===== src/rtl/sipo_pkg.sv =====
// Shared types and defaults for the serial-to-parallel deserializer.
// The entry struct below describes the default configuration; sipo_deser builds the same shape
// for whatever WORD_W it is given.
package sipo_pkg;

  localparam int unsigned WordWDefault = 8;
  localparam int unsigned DepthDefault = 4;

  typedef enum logic {
    LsbFirst = 1'b0,
    MsbFirst = 1'b1
  } bit_order_e;

  typedef struct packed {
    logic [WordWDefault-1:0]         data;
    logic [$clog2(WordWDefault+1)-1:0] nbits;
    logic                            last;
  } sipo_entry_t;

  // Packed width of one FIFO entry {data, nbits, last} for a given word width.
  function automatic int unsigned entry_width(int unsigned word_w);
    return word_w + $clog2(word_w + 1) + 1;
  endfunction

endpackage


===== src/rtl/sync_fifo.sv =====
// Single-clock FIFO with an occupancy counter; push and pop may coincide at any fill level.
module sync_fifo #(
  parameter int unsigned Width = 8,
  parameter int unsigned Depth = 4
) (
  input  logic             clk_i,
  input  logic             rst_ni,
  input  logic             push_i,
  input  logic [Width-1:0] data_i,
  output logic             full_o,
  input  logic             pop_i,
  output logic [Width-1:0] data_o,
  output logic             valid_o
);

  localparam int unsigned AddrW = $clog2(Depth);

  logic [AddrW-1:0] wr_ptr_q, wr_ptr_d;
  logic [AddrW-1:0] rd_ptr_q, rd_ptr_d;
  logic [AddrW:0]   count_q, count_d;
  logic [Width-1:0] mem_q [Depth];
  logic             do_push, do_pop;

  assign valid_o = (count_q != '0);
  assign full_o  = (count_q == (AddrW+1)'(Depth));
  assign do_pop  = pop_i & valid_o;
  assign do_push = push_i & (~full_o | do_pop);
  // Head is forced to zero when empty so the outputs read zero out of reset.
  assign data_o  = valid_o ? mem_q[rd_ptr_q] : '0;

  always_comb begin
    wr_ptr_d = wr_ptr_q;
    rd_ptr_d = rd_ptr_q;
    count_d  = count_q;
    if (do_push) wr_ptr_d = wr_ptr_q + AddrW'(1);
    if (do_pop)  rd_ptr_d = rd_ptr_q + AddrW'(1);
    if (do_push && !do_pop)      count_d = count_q + (AddrW+1)'(1);
    else if (!do_push && do_pop) count_d = count_q - (AddrW+1)'(1);
  end

  always_ff @(posedge clk_i or negedge rst_ni) begin
    if (!rst_ni) begin
      wr_ptr_q <= '0;
      rd_ptr_q <= '0;
      count_q  <= '0;
    end else begin
      wr_ptr_q <= wr_ptr_d;
      rd_ptr_q <= rd_ptr_d;
      count_q  <= count_d;
    end
  end

  always_ff @(posedge clk_i) begin
    if (do_push) mem_q[wr_ptr_q] <= data_i;
  end

endmodule


===== src/rtl/sipo_deser.sv =====
// Serial-to-parallel deserializer: packs accepted bits into words, realigns on sof_i,
// flushes zero-padded partial words and queues results in an output FIFO.
module sipo_deser
  import sipo_pkg::*;
#(
  parameter int unsigned WORD_W    = WordWDefault,
  parameter bit          MSB_FIRST = 1'b0,
  parameter int unsigned DEPTH     = DepthDefault,
  parameter int unsigned CNT_W     = $clog2(WORD_W + 1)
) (
  input  logic              clk,
  input  logic              rst_n,
  input  logic              data_serial_i,
  input  logic              valid_serial_i,
  output logic              ready_serial_o,
  input  logic              sof_i,
  input  logic              flush_i,
  output logic [WORD_W-1:0] data_o,
  output logic [CNT_W-1:0]  nbits_o,
  output logic              last_o,
  output logic              valid_o,
  input  logic              ready_i,
  output logic              sync_err_o
);

  localparam bit_order_e  Order  = MSB_FIRST ? MsbFirst : LsbFirst;
  localparam int unsigned EntryW = entry_width(WORD_W);

  typedef struct packed {
    logic [WORD_W-1:0] data;
    logic [CNT_W-1:0]  nbits;
    logic              last;
  } entry_t;

  logic [WORD_W-1:0] sr_q, sr_d, sr_base, sr_n;
  logic [CNT_W-1:0]  cnt_q, cnt_d, cnt_base, cnt_n, pad;
  logic              flush_pend_q, flush_pend_d;
  logic              sync_err_q, sync_err_d;
  logic              accept, word_done, flush_req, push, fifo_full, fifo_valid;
  entry_t            push_entry, head;
  logic [EntryW-1:0] fifo_rdata;

  assign ready_serial_o = ~fifo_full & ~flush_pend_q;
  assign accept         = valid_serial_i & ready_serial_o;

  always_comb begin
    sr_base    = sr_q;
    cnt_base   = cnt_q;
    sync_err_d = 1'b0;
    // A qualified sof drops whatever was collected before the new bit is packed.
    if (accept && sof_i) begin
      sr_base    = '0;
      cnt_base   = '0;
      sync_err_d = (cnt_q != '0);
    end

    sr_n  = sr_base;
    cnt_n = cnt_base;
    if (accept) begin
      if (Order == MsbFirst) sr_n = {sr_base[WORD_W-2:0], data_serial_i};
      else                   sr_n = {data_serial_i, sr_base[WORD_W-1:1]};
      cnt_n = cnt_base + CNT_W'(1);
    end

    word_done = accept && (cnt_n == CNT_W'(WORD_W));
    flush_req = (flush_i | flush_pend_q) && (cnt_n != '0);

    // Justify so the first bit sits where it would in a full word.
    pad              = CNT_W'(WORD_W) - cnt_n;
    push_entry.data  = (Order == MsbFirst) ? (sr_n << pad) : (sr_n >> pad);
    push_entry.nbits = cnt_n;
    push_entry.last  = flush_req;

    push         = 1'b0;
    sr_d         = sr_n;
    cnt_d        = cnt_n;
    flush_pend_d = 1'b0;
    if (word_done || flush_req) begin
      if (fifo_full) begin
        flush_pend_d = 1'b1;
      end else begin
        push  = 1'b1;
        sr_d  = '0;
        cnt_d = '0;
      end
    end
  end

  always_ff @(posedge clk or negedge rst_n) begin
    if (!rst_n) begin
      sr_q         <= '0;
      cnt_q        <= '0;
      flush_pend_q <= 1'b0;
      sync_err_q   <= 1'b0;
    end else begin
      sr_q         <= sr_d;
      cnt_q        <= cnt_d;
      flush_pend_q <= flush_pend_d;
      sync_err_q   <= sync_err_d;
    end
  end

  sync_fifo #(
    .Width (EntryW),
    .Depth (DEPTH)
  ) u_fifo (
    .clk_i   (clk),
    .rst_ni  (rst_n),
    .push_i  (push),
    .data_i  (push_entry),
    .full_o  (fifo_full),
    .pop_i   (ready_i),
    .data_o  (fifo_rdata),
    .valid_o (fifo_valid)
  );

  assign head       = entry_t'(fifo_rdata);
  assign data_o     = head.data;
  assign nbits_o    = head.nbits;
  assign last_o     = head.last;
  assign valid_o    = fifo_valid;
  assign sync_err_o = sync_err_q;

endmodule


===== config.mk =====
export PLATFORM = sky130hd
export DESIGN_NAME = sipo_deser
export DESIGN_NICKNAME = d
export VERILOG_FILES = /design/src/rtl/sipo_pkg.sv /design/src/rtl/sync_fifo.sv /design/src/rtl/sipo_deser.sv
export SDC_FILE = /design/constraint.sdc
export NUM_CORES = 1
export LEC_CHECK = 0
export ABC_AREA = 1
export CAP_MARGIN = 10
export CORE_ASPECT_RATIO = 1.75
export CORE_MARGIN = 8
export CORE_UTILIZATION = 35
export CTS_CLUSTER_DIAMETER = 30
export DETAILED_ROUTE_END_ITERATION = 6
export HOLD_SLACK_MARGIN = 0.06
export SYNTH_ARGS = -nofsm -noshare
export SYNTH_HDL_FRONTEND = slang
export SYNTH_HIERARCHICAL = 1
export SYNTH_SLANG_ARGS = --single-unit

===== constraint.sdc =====
create_clock -name clk -period 7.1 [get_ports clk]
set_input_delay 1.065 -clock clk [delete_from_list [all_inputs] [get_ports clk]]
set_output_delay 1.065 -clock clk [all_outputs]
set_load 0.01 [all_outputs]

==> qor.txt <==
Share of cells above drive strength 1: 10.8%
Cts repair resizes: 0
Yosys Chip Area: 4170 um2
Hold WC Path Type: flip-flop to flip-flop
Fp util: 35.3%
Total wire length: 8.73 mm
DRC: 0
Grt met3 use: 2.08%
Post-synth top area cell: edfxtp_1
I/O pin cnt: 23
Outcome: completed
Leak: 2.16 nW
CTS tree: yes
Max Clock Skew: 0.00679 ns
MaxCap Viol Count: 0
Critical path arrival: 4.73 ns
Peak VDD IR: 0.000176 V
Root Buffer: clkbuf_16
GR peak layer: met2
CTS Sinks: 73
Crit-path max cell delay: 0.88 ns
Crit end category: flip-flop
Synth warnings: 6
Worst path slowest cell: nor2_1
CP cell instances: clkdlybuf4s50_1, nand3_2, nand2_1, inv_1, ha_1, inv_1, o21a_1, ha_1, nand3_1, nand2_2, nand2_4, nor2_1, nand2_2, nor2_1
Critical path's top delay family: simple AND/OR/NAND/NOR gates
Pin count of the biggest net entering global routing: 30
Register area share after synthesis: 50.1%
Period minus WS final: 4.79 ns
Clk slew on worst S/H paths: 0.05 ns
Slew @ Worst Pin: 1.15 ns
Period Utilization, post-route: 67.4%
Max FO, Critical Path: 14
Clock buffer depth: 2
GPL Wtd Cong: 0.831
FMAX: 209 MHz
Hold_buf cts: 0
Gr usage total: 11.5%
Area share, top type: 37.5%
Floorplan Nets: 507
Initial antenna violation count: 0
Sw frac: 41.8%
Internal power: 1.26 mW
Avg Cell Area, Syn: 8.47 um2
Die area: 15800 um2
Dpl ws: 1.99 ns
Final Instance Area: 4630 um2
Non-Filler Instances: 647
Antenna Cells: 0
M1 GR Usage: 10.9%
First-pass GRT wire length: 14.4 mm
RSZ-0062 raised after global routing: false
Flop area: 2090 um2
Avg WL per Cell: 13.5 um
Yosys Instances: 492
Type of origin of the critical path: input pin
M2 GR Usage: 22.4%
Clk_lat worst skew: 0.33 ns
DR iter-0 viols: 120
Slew Limit Headroom: 23.4%
Log Warnings: 29
Total gr overflow: 0
Combinational power share: 48.0%
Dpl hpwl: 6.80 mm
P per Cell Area: 469 nW/um2
Clock power share: 18.1%
Placed cell count: 632
TNS Setup: 0 ns
Top area cell types: edfxtp_1, nand2_1, dfrtp_1, nand3_1, inv_1
CP Class: input pin to flip-flop
Vias/cell: 4.76
Final setup vio count: 0
Drt pass-1 iters: 4
Fin nets: 521
Num CTS Buffers: 9
Vias in the first global route: 2980
Routed vias: 3082
-- cell usage in the layout, fill, tap and decap left out, drive strengths merged --
cell type,count
nand2,158
inv,91
nand3,78
edfxtp,52
nor2,30
clkdlybuf4s50,22
a21oi,22
dfrtp,21
clkbuf,9
ha,7
clkinv,7
nand4,3
xnor2,2
o21ai,2
o21a,1
nand3b,1
o211ai,1
nor4,1
nor3,1
fa,1
-- registers in the layout, indices dropped and copies added (netlist names) --
| name | cells |
|---|---|
| sr_q | 8 |
| u_fifo/rd_ptr_q | 2 |
| u_fifo/wr_ptr_q | 2 |
| sync_err_o | 1 |
| cnt_q | 4 |
| flush_pend_q | 1 |
| u_fifo/mem_q | 52 |
| u_fifo/count_q | 3 |
-- cell type report --
type	count	share of cell area [%]
Tap cell	137	3.70
Timing Repair Buffer	22	4.76
Sequential cell	73	45.1
Clock inverter	6	0.757
Inverter	92	7.46
Multi-Input combinational cell	308	33.4
Clock buffer	9	4.86
-- metal layers --
metal	share of wire, %	up-vias
li1	-	1582
met1	38	1444
met2	56	41
met3	2.6	15
met4	3.1	0
met5	0	-
-- synthesized netlist by cell type --
cell type and instances:
o21ai_0 1, buf_12 1, nand3_1 71, ha_1 7, nand4_4 1, o21ai_1 1
nor2_4 1, nand3b_1 1, fa_1 1, buf_4 2, buf_8 2, a21oi_1 12
nor4_1 1, o21a_1 1, nor3_1 1, nand4_1 2, nand3_2 7, nand2_2 15
nor2_1 27, nor2_2 2, nand2_4 2, nand2_1 141, a21oi_2 10, edfxtp_1 52
clkinv_1 2, inv_2 4, buf_6 9, clkbuf_1 2, inv_1 86, xnor2_1 2
dfrtp_1 21, o211ai_1 1, buf_2 3
-- worst paths after layout --
kind	startpoint	cells past startpoint	end	slack [ns]
min in group asynchronous	rst_n	1	sync_err_o$_DFF_PN0_	1.29
max in group asynchronous	rst_n	1	sr_q[4]$_DFF_PN0_	5.21
min reg2reg	u_fifo/count_q[2]$_DFFE_PN0P_	2	u_fifo/count_q[2]$_DFFE_PN0P_	0.52
max reg2reg	u_fifo/count_q[0]$_DFFE_PN0P_	12	u_fifo/mem_q[1][7]$_DFFE_PP_	2.69
min	u_fifo/count_q[2]$_DFFE_PN0P_	2	u_fifo/count_q[2]$_DFFE_PN0P_	0.52
max	valid_serial_i	14	u_fifo/mem_q[1][7]$_DFFE_PP_	2.31
-- stage by stage --
| stage | power [mW] | utilization (%) |
|---|---|---|
| finish | 2.17 | 39.2 |
| global route | 2.34 | 39.2 |
| CTS | 2.20 | 39.2 |
| detailed placement | 1.80 | 37.0 |
| global placement | 1.77 | 37.0 |
| floorplan | 1.53 | - |
-- power groups by stage --
stage	registers, mW	clock network, mW	logic, mW
finish	0.735	0.392	1.04
global route	0.751	0.418	1.17
CTS	0.736	0.404	1.06
detailed placement	0.745	0	1.05
global placement	0.742	0	1.03
floorplan	0.688	0	0.845
-- cells by family after synthesis --
family | Yosys count | synth area share (%)
AOI/OAI and AO/OA | 26 | 4.14
xor gates and xnor gates | 2 | 0.420
adders and majority gates | 8 | 2.58
buffers and inverters | 111 | 12.8
DFF | 73 | 50.1
and+or+nand+nor | 272 | 30.0
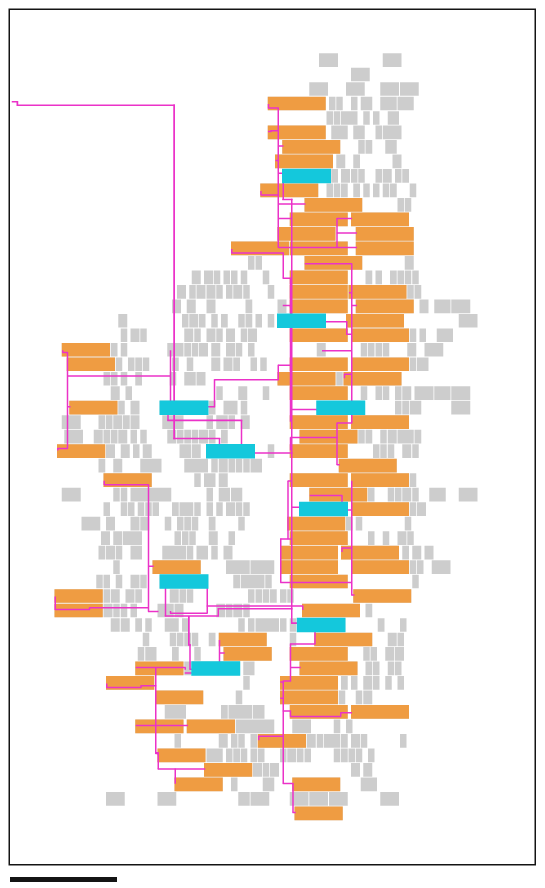
(images/clock_wires.png)
Bar = 20 um.
[magenta] clock wires | length: 860 um
[cyan] clock-net drivers | count: 9
[orange] flip-flops | count: 73
routed clock nets: 10

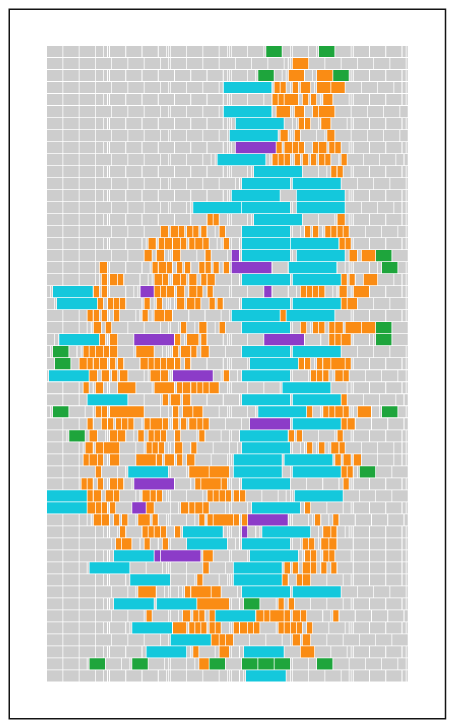
(images/class_map.png)
Fill, decap, tap and diode cells in grey.
| colour | class | cells | share of their area |
|---|---|---|---|
| green | remaining buffers and delay cells | 22 | 4.9% |
| purple | clock drivers and dummy loads | 15 | 5.8% |
| cyan | registers | 73 | 47% |
| orange | remaining logic cells | 400 | 42% |

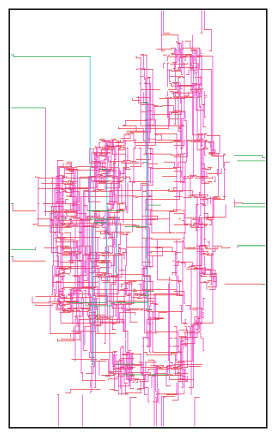
(images/layers.png)
| colour | layer | wire length |
|---|---|---|
| green | M3 | 232 um |
| red | M1 | 3310 um |
| cyan | M4 | 268 um |
| magenta | M2 | 4920 um |

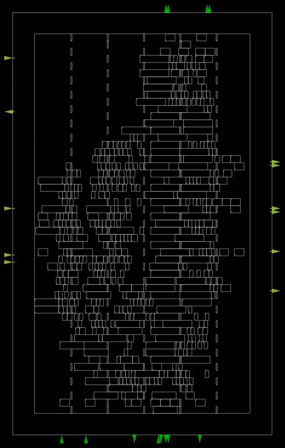
(images/placed.png)
Rows: 53
sequential portion of the cell area: 45.1%
Final Util: 39.2%
tapcell count: 137
Seq cells: 73

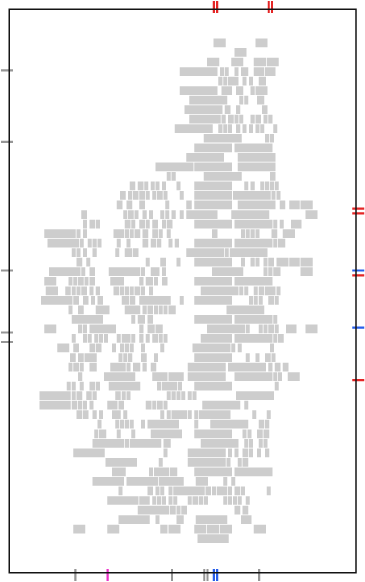
(images/pinout.png)
Pins as bars across the die edge, other pins in grey.
| colour | port | pins | direction | edge |
|---|---|---|---|---|
| red | data_o | 8 | output | 4 right, 4 top |
| blue | nbits_o | 4 | output | 2 bottom, 2 right |
| magenta | flush_i | 1 | input | bottom |
all pins by edge: 8 bottom, 6 right, 5 left, 4 top
port bufs: 22
Die Width: 98.5 um

No activity file was given, so power comes from the tool's default toggle rates.
